**Nets reached from selected ports**

(2 px per µm)
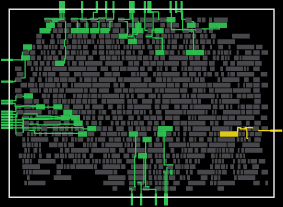
**Placement view**

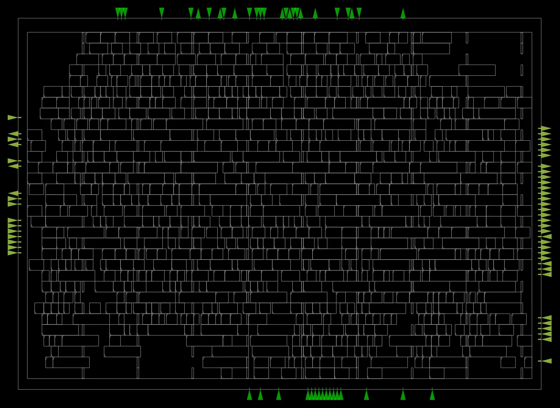
**Placement by cell class**

(3 px per µm)
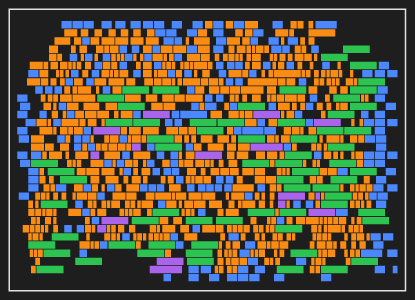
**Local utilization**

(3 px per µm) The die is cut into 13 by 9 equal tiles; dark blue is low, red is high, 0 to 100% covered.
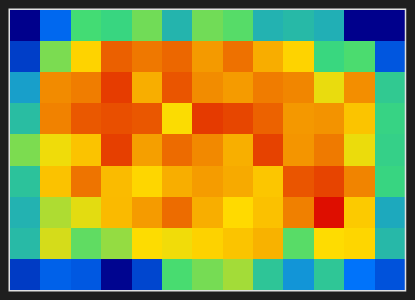
**Metal 1**

(4 px per µm) Supply wires on this layer in grey. Cells faint in the background.
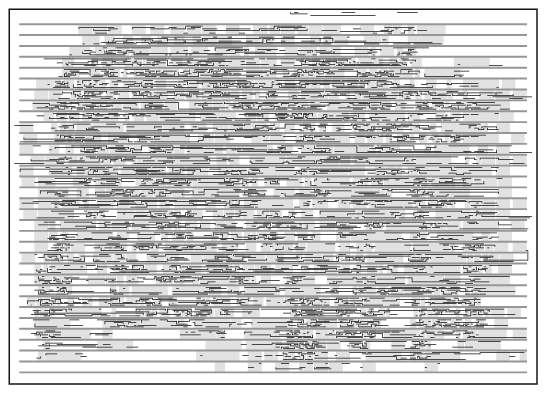
$ cat src/rtl/ust_pkg.sv
// Shared types and saturation helpers for the unary-temporal (uSystolic) accumulator PEs.
package ust_pkg;

    typedef enum logic [1:0] {IDLE, RUN, ADD, HOLD} state_e;

    localparam int UST_WIDTH     = 16;
    localparam int UST_ACC_WIDTH = 32;

    localparam logic signed [UST_ACC_WIDTH-1:0] ACC_MAX = {1'b0, {(UST_ACC_WIDTH-1){1'b1}}};
    localparam logic signed [UST_ACC_WIDTH-1:0] ACC_MIN = {1'b1, {(UST_ACC_WIDTH-1){1'b0}}};

    // Default-width reference of the add/saturate step, for PEs that do not need a sub-module.
    function automatic logic signed [UST_ACC_WIDTH-1:0] sat_add(
        input logic signed [UST_ACC_WIDTH-1:0] psum,
        input logic        [UST_WIDTH-2:0]     ones,
        input logic                            sgn
    );
        logic signed [UST_ACC_WIDTH:0] p_x;
        logic signed [UST_ACC_WIDTH:0] o_x;
        logic signed [UST_ACC_WIDTH:0] s_x;
        p_x = {psum[UST_ACC_WIDTH-1], psum};
        o_x = {{(UST_ACC_WIDTH-UST_WIDTH+2){1'b0}}, ones};
        s_x = sgn ? (p_x - o_x) : (p_x + o_x);
        if (s_x[UST_ACC_WIDTH] != s_x[UST_ACC_WIDTH-1])
            return s_x[UST_ACC_WIDTH] ? ACC_MIN : ACC_MAX;
        return s_x[UST_ACC_WIDTH-1:0];
    endfunction

endpackage

$ cat src/rtl/ust_sat_add.sv
// Combinational signed add of a sign-magnitude ones count onto a partial sum, saturated to ACC_WIDTH.
module ust_sat_add #(
    parameter int WIDTH     = 16,
    parameter int ACC_WIDTH = 32
) (
    input  logic [ACC_WIDTH-1:0] psum_i,
    input  logic [WIDTH-2:0]     ones_i,
    input  logic                 sgn_i,
    output logic [ACC_WIDTH-1:0] sum_o
);

    localparam logic [ACC_WIDTH-1:0] SAT_MAX = {1'b0, {(ACC_WIDTH-1){1'b1}}};
    localparam logic [ACC_WIDTH-1:0] SAT_MIN = {1'b1, {(ACC_WIDTH-1){1'b0}}};

    logic signed [ACC_WIDTH:0] psum_x;
    logic signed [ACC_WIDTH:0] ones_x;
    logic signed [ACC_WIDTH:0] sum_x;

    assign psum_x = {psum_i[ACC_WIDTH-1], psum_i};
    assign ones_x = {{(ACC_WIDTH-WIDTH+2){1'b0}}, ones_i};

    // A zero count subtracts nothing, so sign-magnitude -0 behaves as +0.
    assign sum_x = sgn_i ? (psum_x - ones_x) : (psum_x + ones_x);

    always_comb begin
        sum_o = sum_x[ACC_WIDTH-1:0];
        if (sum_x[ACC_WIDTH] != sum_x[ACC_WIDTH-1])
            sum_o = sum_x[ACC_WIDTH] ? SAT_MIN : SAT_MAX;
    end

endmodule

$ cat src/rtl/ust_accum_border.sv
// Border accumulator: counts product-stream ones over a MAC window, applies the sign,
// adds it to the upstream partial sum with saturation and hands the result on via valid/ready.
module ust_accum_border
    import ust_pkg::*;
#(
    parameter int WIDTH     = 16,
    parameter int ACC_WIDTH = 32
) (
    input  logic                 clk,
    input  logic                 rst_n,
    input  logic                 init,
    input  logic                 clr,
    input  logic [WIDTH-2:0]     i_len,
    input  logic                 i_sign,
    input  logic                 i_bit,
    input  logic [ACC_WIDTH-1:0] i_psum,
    input  logic                 i_psum_valid,
    output logic                 o_psum_ready,
    output logic [ACC_WIDTH-1:0] o_psum,
    output logic                 o_valid,
    input  logic                 i_ready,
    output logic                 o_busy,
    output logic                 o_err
);

    state_e                 state_q;
    logic [WIDTH-2:0]       rem_q;
    logic [WIDTH-2:0]       ones_q;
    logic                   sgn_q;
    logic                   valid_q;
    logic                   err_q;
    logic [ACC_WIDTH-1:0]   psum_q;
    logic [ACC_WIDTH-1:0]   psum_d;
    logic                   xfer;
    logic                   init_acc;

    // A new window may start from IDLE, or from HOLD in the same cycle the result leaves.
    assign xfer         = (state_q == HOLD) && valid_q && i_ready;
    assign init_acc     = init && !clr && ((state_q == IDLE) || xfer);
    assign o_psum_ready = (state_q == ADD) && i_psum_valid && !clr;

    assign o_psum = psum_q;
    assign o_valid = valid_q;
    assign o_err  = err_q;
    assign o_busy = (state_q != IDLE);

    ust_sat_add #(
        .WIDTH     (WIDTH),
        .ACC_WIDTH (ACC_WIDTH)
    ) u_sat_add (
        .psum_i (i_psum),
        .ones_i (ones_q),
        .sgn_i  (sgn_q),
        .sum_o  (psum_d)
    );

    always_ff @(posedge clk or negedge rst_n) begin
        if (!rst_n) begin
            state_q <= IDLE;
            rem_q   <= '0;
            ones_q  <= '0;
            sgn_q   <= 1'b0;
            valid_q <= 1'b0;
            err_q   <= 1'b0;
            psum_q  <= '0;
        end else if (clr) begin
            state_q <= IDLE;
            ones_q  <= '0;
            valid_q <= 1'b0;
        end else begin
            if (init && !init_acc)
                err_q <= 1'b1;

            // The init cycle's bit is not counted: RUN covers exactly the next rem cycles.
            if (init_acc) begin
                rem_q   <= i_len;
                sgn_q   <= i_sign;
                ones_q  <= '0;
                state_q <= (i_len == '0) ? ADD : RUN;
            end

            case (state_q)
                IDLE: ;
                RUN: begin
                    ones_q <= ones_q + {{(WIDTH-2){1'b0}}, i_bit};
                    rem_q  <= rem_q - (WIDTH-1)'(1);
                    if (rem_q == (WIDTH-1)'(1))
                        state_q <= ADD;
                end
                ADD: begin
                    if (i_psum_valid) begin
                        psum_q  <= psum_d;
                        valid_q <= 1'b1;
                        state_q <= HOLD;
                    end
                end
                HOLD: begin
                    if (i_ready) begin
                        valid_q <= 1'b0;
                        if (!init_acc)
                            state_q <= IDLE;
                    end
                end
                default: state_q <= IDLE;
            endcase
        end
    end

endmodule

$ cat config.mk
export PLATFORM = sky130hd
export DESIGN_NAME = ust_accum_border
export DESIGN_NICKNAME = d
export VERILOG_FILES = /design/src/rtl/ust_pkg.sv /design/src/rtl/ust_sat_add.sv /design/src/rtl/ust_accum_border.sv
export SDC_FILE = /design/constraint.sdc
export NUM_CORES = 1
export LEC_CHECK = 0
export ABC_CLOCK_PERIOD_IN_PS = 4000
export CAP_MARGIN = 40
export CORE_ASPECT_RATIO = 0.7
export CORE_MARGIN = 2
export CORE_UTILIZATION = 50
export CTS_CLUSTER_DIAMETER = 80
export CTS_CLUSTER_SIZE = 30
export DETAILED_ROUTE_END_ITERATION = 12
export GPL_ROUTABILITY_DRIVEN = 0
export PLACE_DENSITY_LB_ADDON = 0.2
export SLEW_MARGIN = 20
export SYNTH_ARGS = -nofsm -noshare
export SYNTH_HDL_FRONTEND = slang
export SYNTH_SLANG_ARGS = --single-unit
$ cat constraint.sdc
create_clock -name clk -period 4 [get_ports clk]
set_input_delay 1.2 -clock clk [delete_from_list [all_inputs] [get_ports clk]]
set_output_delay 1.2 -clock clk [all_outputs]
set_load 0.05 [all_outputs]
==> GITHUB_STEP_SUMMARY <==
### Metrics collected by this job

| Metric | Value |
|---|---|
| Status | complete, but fails checks |
| Failing checks | setup timing |
| Sequential standard cell area | 0.00168 mm² |
| Hold Slack | 0.483 ns |
| Crit. End Element | flip-flop |
| CTS buffer count | 9 |
| Syn avg cell area | a little over 8 µm² |
| Total tool warning count | 27 |
| Die H | 93.3 µm |
| CTS Root Cell | clkbuf_16 |
| Comb gates | 578 |
| Metal3 WL | 1.54 mm |
| Tapcells | ~150 |
| Tcrit/Tclk final | 101% |
| Most numerous logic cells after layout | 116 x buf_4, 88 x clkdlybuf4s50_1, 72 x o21ai_0, 67 x nand2_1, 67 x dfrtp_1 |
| Top Metal Used | met4 |
| Synth Register Bits | 67 |
| Ys Warns | 0 |
| Htree depth | 3 |
| Hold Crit Start | o_err |
| Ant diodes | 0 |
| Max_slew headroom | 59.3% |
| Layout Skew | 0.00736 ns |
| Xor/xnor share | 6.59% |
| Vias after detailed routing | between 6,000 and 7,000 |
| Most frequent cells after synthesis | 76 x o21ai_0, 67 x dfrtp_1, 67 x nand2_1 |
| Synth Area in Compound Gates | 26.0% |
| Worst-margin pin slew | 0.610 ns |
| Number of flip-flops under the largest register name | 32 |
| Sum of negative setup slack | -0.0304 ns |
| Cell Type Count | 67 |
| Reg2reg setup slack | -0.03 ns |
| Clock Sink Count | ~67 |
| Area delta synth->final | 42.9% |
| Final critical-path required period | 4.03 ns |
| Residual DRC count | 0 |
| Power Total | between 0.002 and 0.003 W |
| Power Dens Cells | between 300 and 400 mW/mm² |
| DRT antenna net count | 0 |
| Initial antenna violation count | 0 |
| # resized after CTS | 6 |
| Highest-count logic cell in the final layout | buf_4 |
| Crit path DAT | 4.25 ns |
| Chip width | 132 µm |
| Max-area cell share | 29.4% |
| Cell with the most instances after synthesis | o21ai_0 |
| DR pass1 iterations | 5 |
| Dominant kind of cell | multi-input combinational cells |
| Yosys stat chip area | 0.00570 mm² |
| Placed instance area | 0.00754 mm² |
| Hold path endpoint | o_err |
| CP max-delay cell | ha_2 |
| M1 wire length | 8.75 mm |
| Flip-flops | 67 |
| Max-cap violation count | 0 |
| Comb gate area | approximately 0.0040 mm² |
| Post CTS Setup Buffer Count | 1 |
| Final Hold Fails | 0 |
| Nets | between 900 and 1,000 |
| RR Endpoint | o_psum[7] |
| Depth of the worst hold-timing path | 1 |
| Mux share | between 3 and 4% |
| CP cell instances | inv_2 -> ha_2 -> and3_4 -> and3b_2 -> buf_4 -> buf_4 -> a21o_1 -> ha_2 -> nand3_1 -> nor2_2 -> a21oi_1 -> o21ai_0 -> a21o_1 -> a31oi_4 -> xnor2_4 -> buf_12 -> maj3_2 -> mux2_2 |
| Max Buffers Root-to-Sink | 2 |
| Syn nets | around 800 |
| Routed wire length | 18.8 mm |
| Setup WS pre-CTS | -0.332 ns |
| Yosys cell count | between 700 and 800 |
| Clk cell area share | 3.98% |
| Worst-skew pair later-pin latency | 0.34 ns |
| Critical path launch point type | flip-flop |
| DRT iter0 DRCs | around 570 |
| Asr flop ratio synth | 100% |
| Number of global-route vias before repair | 5,768 |
| Syn Inst Count | 701 |
| Inst Count DP | 1,023 |
| Max incr delay on CP | about 0.4 ns |
| Worst Setup SP | ones_q[1] |
| Fill cell count | 845 |
| Timing endpoint of the critical path | o_psum[7] |
| WL met2 | 8.26 mm |
| Buffering overhead | 23.0% |
| Endpoints failing setup | 1 |
| TritonCTS clock tree | yes |
| Seq share, synth | 29.4% |
| Top post-synthesis cells by area | dfrtp_1 29%, ha_1 8.3%, o21ai_0 6.7%, a21oi_1 5.8%, nand2_1 4.4% |
| Top_reg_cell synth | dfrtp_1 |
| Share of layout cells above drive strength 1 | 24.4% |
| Adder Area Share | 11.9% |
| Fmax | 248 MHz |
| Reg-to-reg startpoint | ones_q[1] |
| Via density | between 5 and 6 |
| LEAKAGE | 3.47 nW |
| Cell Area, Synth | between 0.005 and 0.006 mm² |
| Yosys top cell by area | dfrtp_1 |
| Wirelength per Cell | 18.0 µm |
| Worst Setup Slack, final | -0.0304 ns |
| Initial Util | 51.6% |
| Synth Area in Simple Gates | between 10% and 20% |
| Largest net degree at the start of global routing | 37 |
| First-pass GRT wire length | just under 30 mm |
| Total track usage | 29.8% |
| Clock buffer cells | 9 |
| Crit path max fanout | 6 |
| Crit Path Class | reg2reg |
| CTS Hold Bufs | 0 |
| Max-slew violation count | 0 |
| Inverters | 20 |
| Grt ovf | 0 |
| Number of enable flip-flop cells | 0 |
| Hold Crit Class | reg2reg |
| Clk slew on worst S/H paths | 0.06 ns |
| Cells on worst reg2reg path | 18 |
| Detailed placement HPWL | 14.2 mm |
| Final non-filler cell total | 1,046 |
| Main logic family | AND-OR/OR-AND gates |
| Bufs w/o clock | 212 |
| Total die size | 0.0123 mm² |
| Crit path required time | 4.22 ns |
| VDD IR-drop max | 0.226 mV |
Notes on 'nets reached from selected ports' above:
legend:
  yellow:
    port: o_valid
    bits: 1
    direction: output
    edge: right
    end_cells: 1
    buffers: 1
    wire: 24.4 µm
  green:
    port: i_psum
    bits: 32
    direction: input
    edge: 16 top, 11 left, 5 bottom
    end_cells: 34
    buffers: 32
    wire: 742 µm
num ports: 91
PortBufs: 90

Notes on 'placement view' above:
Core Util, Final: 73.7%
core region area: 0.0111 mm²
# rows: 32

Notes on 'placement by cell class' above:
legend:
  blue:
    class: remaining buffers and delay cells
    cells: 212
    share_of_their_area: 24%
  green:
    class: sequential cells
    cells: 67
    share_of_their_area: 21%
  orange:
    class: remaining logic cells
    cells: 598
    share_of_their_area: 51%
  purple:
    class: clock drivers and dummy loads
    cells: 16
    share_of_their_area: 4.1%
Final Instance Area: 0.00814 mm²
Seq area share: 20.6%

Notes on 'local utilization' above:
fullest tile: 98%
densest ninth of the die: centre
nearly empty tiles: 3.4%
tiles over 75% full: 52%

Notes on 'metal 1' above:
share of all routed wire: 46%
longest straight run: 45.5 µm
wire length on this layer: 8,750 µm

[power by group]
group | internal, W | switching, W
sequential | 0.000759 | 0.0000854
combinational | 0.000555 | 0.000694
clock | 0.000550 | 0.000321
total | 0.00186 | 0.00110
[worst max-delay path: cells and delay by family (launching register included)]
| kind | cells | cell delay (ns) |
|---|---|---|
| compound gates | 5 | 0.85 |
| flops | 1 | 0.37 |
| buf+inv | 4 | 0.52 |
| xor+xnor | 1 | 0.23 |
| mux | 1 | 0.29 |
| fa+ha+maj | 3 | 0.93 |
| simple gates | 4 | 0.71 |
[metal layers]
| metal | vias to the layer above | GRT usage, % |
|---|---|---|
| li1 | 2932 | - |
| met1 | 3019 | 43.2 |
| met2 | 290 | 46.3 |
| met3 | 31 | 6.23 |
| met4 | 0 | 5.89 |
| met5 | - | 0 |
No activity file was given, so power comes from the tool's default toggle rates.
